<file path="config.mk">
export PLATFORM = sky130hd
export DESIGN_NAME = min4_collector_flat
export DESIGN_NICKNAME = d
export VERILOG_FILES = /design/src/rtl/min4_collector_if.sv /design/src/rtl/min4_collector.sv /design/src/flat_wrapper.sv
export SDC_FILE = /design/constraint.sdc
export NUM_CORES = 1
export LEC_CHECK = 0
export CAP_MARGIN = 20
export CORE_MARGIN = 2
export CORE_UTILIZATION = 40
export CTS_BUF_LIST = sky130_fd_sc_hd__clkbuf_16
export CTS_CLUSTER_DIAMETER = 100
export DETAILED_ROUTE_END_ITERATION = 7
export HOLD_SLACK_MARGIN = 0.12
export PLACE_DENSITY_LB_ADDON = 0.12
export SLEW_MARGIN = 10
export SYNTH_ARGS = -nofsm -noshare
export SYNTH_HDL_FRONTEND = slang
export SYNTH_SLANG_ARGS = --single-unit
</file>
<file path="constraint.sdc">
create_clock -name clk -period 11.3 [get_ports clk]
set_input_delay 1.695 -clock clk [delete_from_list [all_inputs] [get_ports clk]]
set_output_delay 1.695 -clock clk [all_outputs]
set_load 0.01 [all_outputs]
</file>
<file path="src/rtl/min4_collector_if.sv">
// Handshake bundle for min4_collector: sample input, result output and the
// delivered-group counter.
interface min4_collector_if #(
  parameter int DATA_W = 8
);
  logic              in_valid;
  logic [DATA_W-1:0] in_data;
  logic              in_ready;
  logic              out_valid;
  logic              out_ready;
  logic [DATA_W-1:0] out_min;
  logic [1:0]        out_idx;
  logic [7:0]        grp_cnt;

  modport master (
    output in_valid, in_data, out_ready,
    input  in_ready, out_valid, out_min, out_idx, grp_cnt
  );

  modport slave (
    input  in_valid, in_data, out_ready,
    output in_ready, out_valid, out_min, out_idx, grp_cnt
  );
endinterface

</file>
<file path="src/rtl/min4_collector.sv">
// Collects groups of four samples and reports the unsigned minimum and its
// arrival slot, with valid/ready handshakes on both sides.
module min4_collector #(
  parameter int DATA_W = 8
) (
  input  logic clk,
  input  logic rst_n,
  input  logic clear,
  min4_collector_if.slave bus
);

  typedef enum logic [1:0] {FILL, CALC, HOLD} state_e;

  state_e                  state_q, state_d;
  logic [1:0]              cnt_q, cnt_d;
  logic [3:0][DATA_W-1:0]  slot_q, slot_d;
  logic [DATA_W-1:0]       min_q, min_d;
  logic [1:0]              idx_q, idx_d;
  logic [7:0]              grp_q, grp_d;

  logic                    in_hs, out_hs;
  logic [DATA_W-1:0]       cand_min;
  logic [1:0]              cand_idx;

  assign in_hs  = bus.in_valid  && (state_q == FILL);
  assign out_hs = bus.out_ready && (state_q == HOLD);

  // State register
  always_ff @(posedge clk or negedge rst_n) begin
    if (!rst_n) state_q <= FILL;
    else        state_q <= state_d;
  end

  // Next-state logic; clear overrides every handshake
  always_comb begin
    state_d = state_q;
    if (clear) begin
      state_d = FILL;
    end else begin
      case (state_q)
        FILL:    if (in_hs && cnt_q == 2'd3) state_d = CALC;
        CALC:    state_d = HOLD;
        HOLD:    if (out_hs) state_d = FILL;
        default: state_d = FILL;
      endcase
    end
  end

  // Output decode
  always_comb begin
    bus.in_ready  = (state_q == FILL);
    bus.out_valid = (state_q == HOLD);
  end

  // Strict less-than keeps the earliest slot on ties
  always_comb begin
    cand_min = slot_q[0];
    cand_idx = 2'd0;
    for (int i = 1; i < 4; i++) begin
      if (slot_q[i] < cand_min) begin
        cand_min = slot_q[i];
        cand_idx = 2'(i);
      end
    end
  end

  always_comb begin
    cnt_d  = cnt_q;
    slot_d = slot_q;
    min_d  = min_q;
    idx_d  = idx_q;
    grp_d  = grp_q;
    if (clear) begin
      cnt_d = 2'd0;
    end else begin
      if (in_hs) begin
        slot_d[cnt_q] = bus.in_data;
        cnt_d         = cnt_q + 2'd1;
      end
      if (state_q == CALC) begin
        min_d = cand_min;
        idx_d = cand_idx;
      end
      if (out_hs) grp_d = grp_q + 8'd1;
    end
  end

  always_ff @(posedge clk or negedge rst_n) begin
    if (!rst_n) begin
      cnt_q  <= '0;
      slot_q <= '0;
      min_q  <= '0;
      idx_q  <= '0;
      grp_q  <= '0;
    end else begin
      cnt_q  <= cnt_d;
      slot_q <= slot_d;
      min_q  <= min_d;
      idx_q  <= idx_d;
      grp_q  <= grp_d;
    end
  end

  assign bus.out_min = min_q;
  assign bus.out_idx = idx_q;
  assign bus.grp_cnt = grp_q;

endmodule

</file>
<file path="src/flat_wrapper.sv">
// flat-port wrapper written by rule: the top's interface ports become plain ports
module min4_collector_flat 
#(
  parameter int DATA_W = 8
)
  (clk, rst_n, clear, bus_in_valid, bus_in_data, bus_out_ready, bus_in_ready, bus_out_valid, bus_out_min, bus_out_idx, bus_grp_cnt);
  min4_collector_if #(.DATA_W(DATA_W)) bus_i ();
  input  logic clk;
  input  logic rst_n;
  input  logic clear;
  input wire logic [$bits(bus_i.in_valid)-1:0] bus_in_valid;
  input wire logic [$bits(bus_i.in_data)-1:0] bus_in_data;
  input wire logic [$bits(bus_i.out_ready)-1:0] bus_out_ready;
  output wire logic [$bits(bus_i.in_ready)-1:0] bus_in_ready;
  output wire logic [$bits(bus_i.out_valid)-1:0] bus_out_valid;
  output wire logic [$bits(bus_i.out_min)-1:0] bus_out_min;
  output wire logic [$bits(bus_i.out_idx)-1:0] bus_out_idx;
  output wire logic [$bits(bus_i.grp_cnt)-1:0] bus_grp_cnt;
  assign bus_i.in_valid = bus_in_valid;
  assign bus_i.in_data = bus_in_data;
  assign bus_i.out_ready = bus_out_ready;
  assign bus_in_ready = bus_i.in_ready;
  assign bus_out_valid = bus_i.out_valid;
  assign bus_out_min = bus_i.out_min;
  assign bus_out_idx = bus_i.out_idx;
  assign bus_grp_cnt = bus_i.grp_cnt;
  min4_collector #(.DATA_W(DATA_W)) u_core (.clk(clk), .rst_n(rst_n), .clear(clear), .bus(bus_i));
endmodule
</file>
### M2 wires, run 1

Scale bar: 20 um.
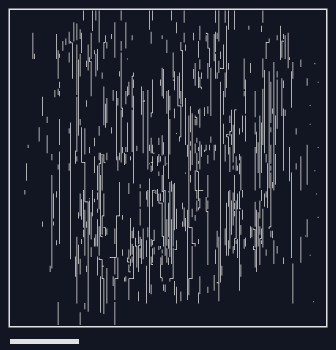
wire length on this layer: 2980 um
main direction: vertical
total detailed-routing wirelength: 6290 um
via count of the routed design: 2218
met2 GRT Util: 26.3%

### Placement by cell class, run 1

Scale bar: 20 um. Fill, decap, tap and diode cells in gray.
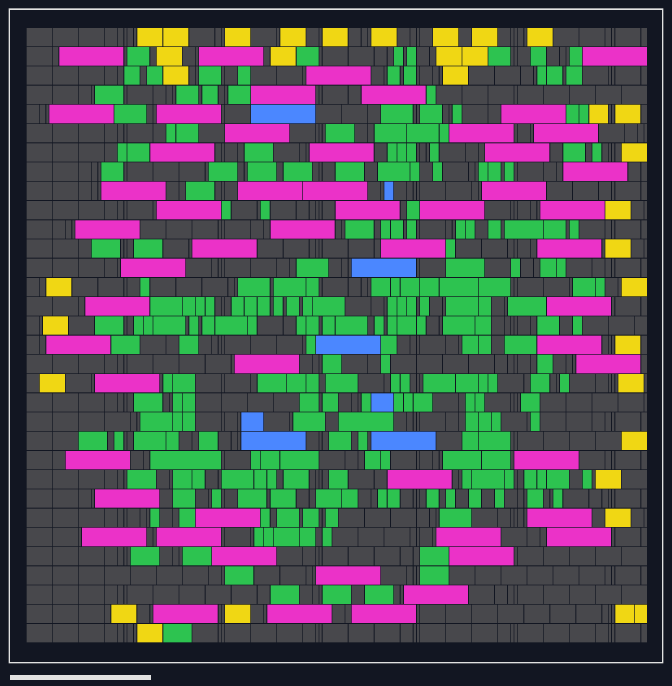
| class | color | cells |
|---|---|---|
| remaining logic cells | green | 237 |
| remaining buffers and delay cells | yellow | 34 |
| registers | magenta | 54 |
| clock drivers and dummy loads | blue | 8 |
placeable core area: 7650 um^2
total non-filler cell area in the finished layout: 3660 um^2
post-route core utilization: 47.9%

==> results.cfg, run 1 <==
; generated from flow reports
[finish]
seq_cells = 54
logic_area_um2 = 1630
finish.net_count = 370
comb_area_share_pct = 44.6
n_all_buffers = 34
areaGrowthSynthToFinish_pct = 17.6
diodes = 0

[clock_tree]
cts_hold_buffers = 0
ctsHtreeMaxLevel = 2
cts.sink_count = 54
cts_made_buffers = 5

[worst_setup_path]
destination_of_the_worst_register_to_register_timing_path = u_core.bus.out_min[2]
critical_path_class = flip-flop to flip-flop
worst_path_max_delay_cell = sky130_fd_sc_hd__o21a_1
worst_setup_path_startpoint = u_core.slot_q[1]
critical_path_max_stage_delay_ns = 0.61
setup.worst_path.end = u_core.bus.out_min[2]
cp_top_family = AND-OR/OR-AND gates
arrival_ns = 5.82

[sta]
setup_repair_after_global_routing_missed_its_margin = no
timing.hold.ws_ns = 0.478
max_freq_ghz = 0.179
max_slew.worst_pin.slew_ns = 0.700
fin_ws_ns = 5.70
worst_relative_slew_slack_pct = 53.3

[pwr]
power.static_leakage_nw = 1.65
share_comb_of_total_power_pct = 58.0
totalPowerFinal_mw = 1.03
peakVddDrop_uv = 101
switching_power_summed_over_all_nets_uw = 427
power_switching_share_pct = 41.4
sequentialPower_uw = 281

[global_route]
grt_usage_pct = 16.4
gr-usage-met1_pct = 22.8

[placed_design]
place_hpwl_um = 4850

[worst_hold_path]
worstHoldStart = u_core.bus.grp_cnt[7]

[synthesis]
synth_flops = 54
synth_cell_type_count = 43
yosys_warnings = 0
number_of_enable_flip_flop_cells = 0
postSynthCellCount = 301
syn-mean-instance-area_um2 = 10.3

[route]
drt-vias-per-instance = 5.10
detail_route_antenna_nets = 0

[job]
max_cap_violations = 0

[floorplan]
die_width_um = 92.2

[run_status]
outcome = finished, final reports clean
### Routed clock nets over the placement, run 1

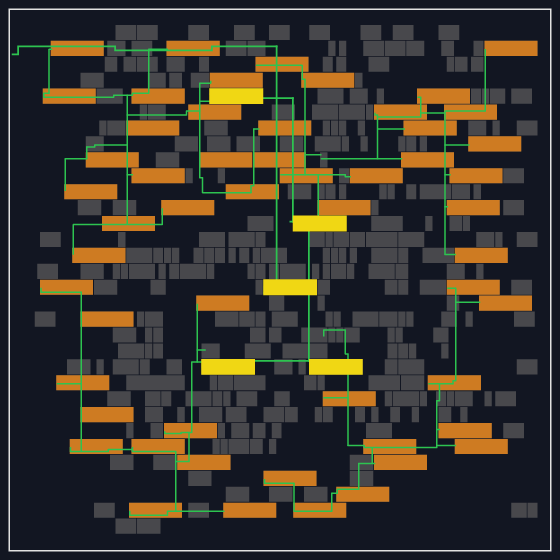
[clock wires] green | length: 744 um
[clock-net drivers] yellow | count: 5
[flip-flops] orange | count: 54
routed clock nets: 6
source-to-sink clock delay at the later pin of the worst-skew pair: 0.29 ns
part of the power in the clock network: 14.8%

## run 1: Yosys cell counts, drive strengths merged, types with 4 or more instances
| master | count | area (um^2) |
|---|---|---|
| dfrtp | 54 | 1350 |
| nand2 | 38 | 143 |
| mux2 | 34 | 405 |
| nor2 | 26 | 97.6 |
| ha | 25 | 313 |
| a21oi | 22 | 133 |
| inv | 20 | 75.1 |
| o21ai | 12 | 60.1 |
| o211ai | 9 | 72.6 |
| clkbuf | 6 | 22.5 |
| xnor2 | 6 | 52.6 |
| buf | 4 | 33.8 |
## run 1: cell families after synthesis
kind of cell               after synthesis  share of synthesized area (%)
and+or+nand+nor                         87                           12.3
AOI/OAI and AO/OA                       60                           13.8
DFF                                     54                           43.4
muxes                                   37                           14.0
buffers and inverters                   30                           4.22
adders and majority gates               25                           10.0
xor gates and xnor gates                 8                           2.25
### Cell placement, run 1

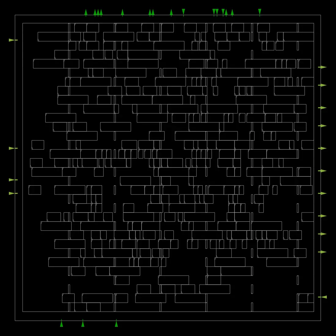

==> run 2, diff against run 1 <==
==> constraint.sdc (replaced) <==
create_clock -name clk -period 5.1 [get_ports clk]
set_input_delay 0.765 -clock clk [delete_from_list [all_inputs] [get_ports clk]]
set_output_delay 0.765 -clock clk [all_outputs]
set_load 0.01 [all_outputs]
### Cell placement, run 2

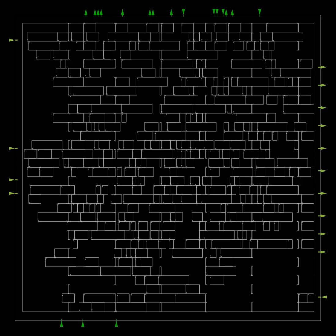
number of sequential cells: 54
total of fill cells in the finished design: 705

==> run 2 against run 1 <==
Net effect: maximum frequency increased by 17%; synthesized area unchanged; cell area increased by 5.1%; critical path depth unchanged; clock power increased by 130%; final cell count increased by 3.7%; clock skew about the same.
==> results.cfg, run 2 <==
; generated from flow reports
[floorplan]
placeable_core_area_um2 = 7650

[worst_setup_path]
worst_path_max_delay_cell = sky130_fd_sc_hd__a2111oi_4
worst_setup_path_startpoint = u_core.slot_q[1]

[finish]
final_core_utilization_pct = 50.3
diodes = 0
post-route-cell-area_um2 = 3850

[job]
max_cap_violations = 0

[synthesis]
postSynthCellCount = 301
synthXorXnorAreaFrac_pct = 2.25
synth_top_area_share_pct = 43.4
post_synth_main_logic_family = multiplexers
synth.largest_area_cell = sky130_fd_sc_hd__dfrtp_1
area_share_of_and_or_nand_nor_cells_after_synthesis_pct = 12.3
post-synth-top-count-cell = sky130_fd_sc_hd__dfrtp_1
yosys-mux-area-fraction_pct = 14.0
syn-mean-instance-area_um2 = 10.3
synth_adder_area_share_pct = 10.0

[pwr]
sequentialPower_uw = 623
totalPowerFinal_mw = 2.64

[clock_tree]
cts_hold_buffers = 0
cts_made_buffers = 5

[placed_design]
place_hpwl_um = 4950

[run_status]
outcome = finished, final reports clean

[global_route]
grt_usage_pct = 16.5

[sta]
max_freq_ghz = 0.210

[route]
detail_route_antenna_nets = 0
### Power grid, run 2

Pins as bars on the die edge. Tap cells in gray.
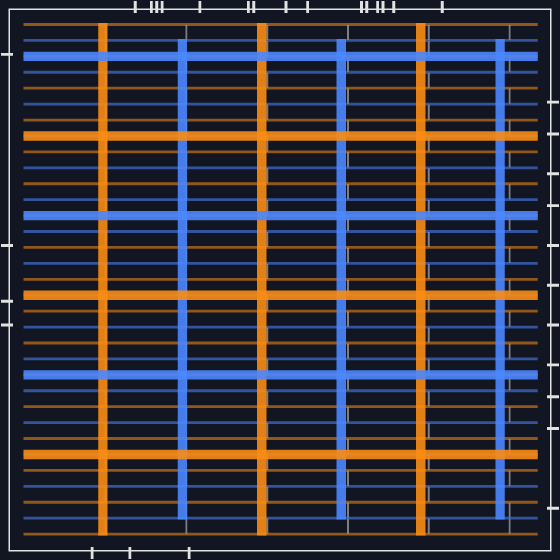
| net | color |
|---|---|
| VDD | blue |
| VSS | orange |
rows: 32
met5 straps: 6
signal pins: 33
Peak VDD IR: 317 uV
Vert. Die Dim: 92.2 um
horizontal die dimension: 92.2 um

==> run 2: cell counts after synthesis <==
No cell type changed its count.
==> run 2: path summary, 6_finish.rpt <==
path                                    endpoint  slack (ns)  cells after the start
setup reg to reg           u_core.bus.out_min[5]        0.33                     22
max in group asynchronous      u_core.slot_q[23]        4.04                      2
hold / removal             u_core.bus.grp_cnt[7]        0.49                      1
min in group asynchronous  u_core.bus.out_min[0]        0.60                      2
setup / recovery           u_core.bus.out_min[5]        0.33                     22
hold reg to reg            u_core.bus.grp_cnt[7]        0.49                      1
==> run 2: cell type report <==
class                   count  area (um^2)  area share, %
well taps                 102          128           3.32
clock inverters             3         21.3          0.553
multi-input cells         218         1690           44.0
clock buffers               5          125           3.25
repair buffers             49          455           11.8
flip-flops and latches     54         1350           35.1
inverters                  20         75.1           1.95
Power is estimated from default activity; no workload was simulated.
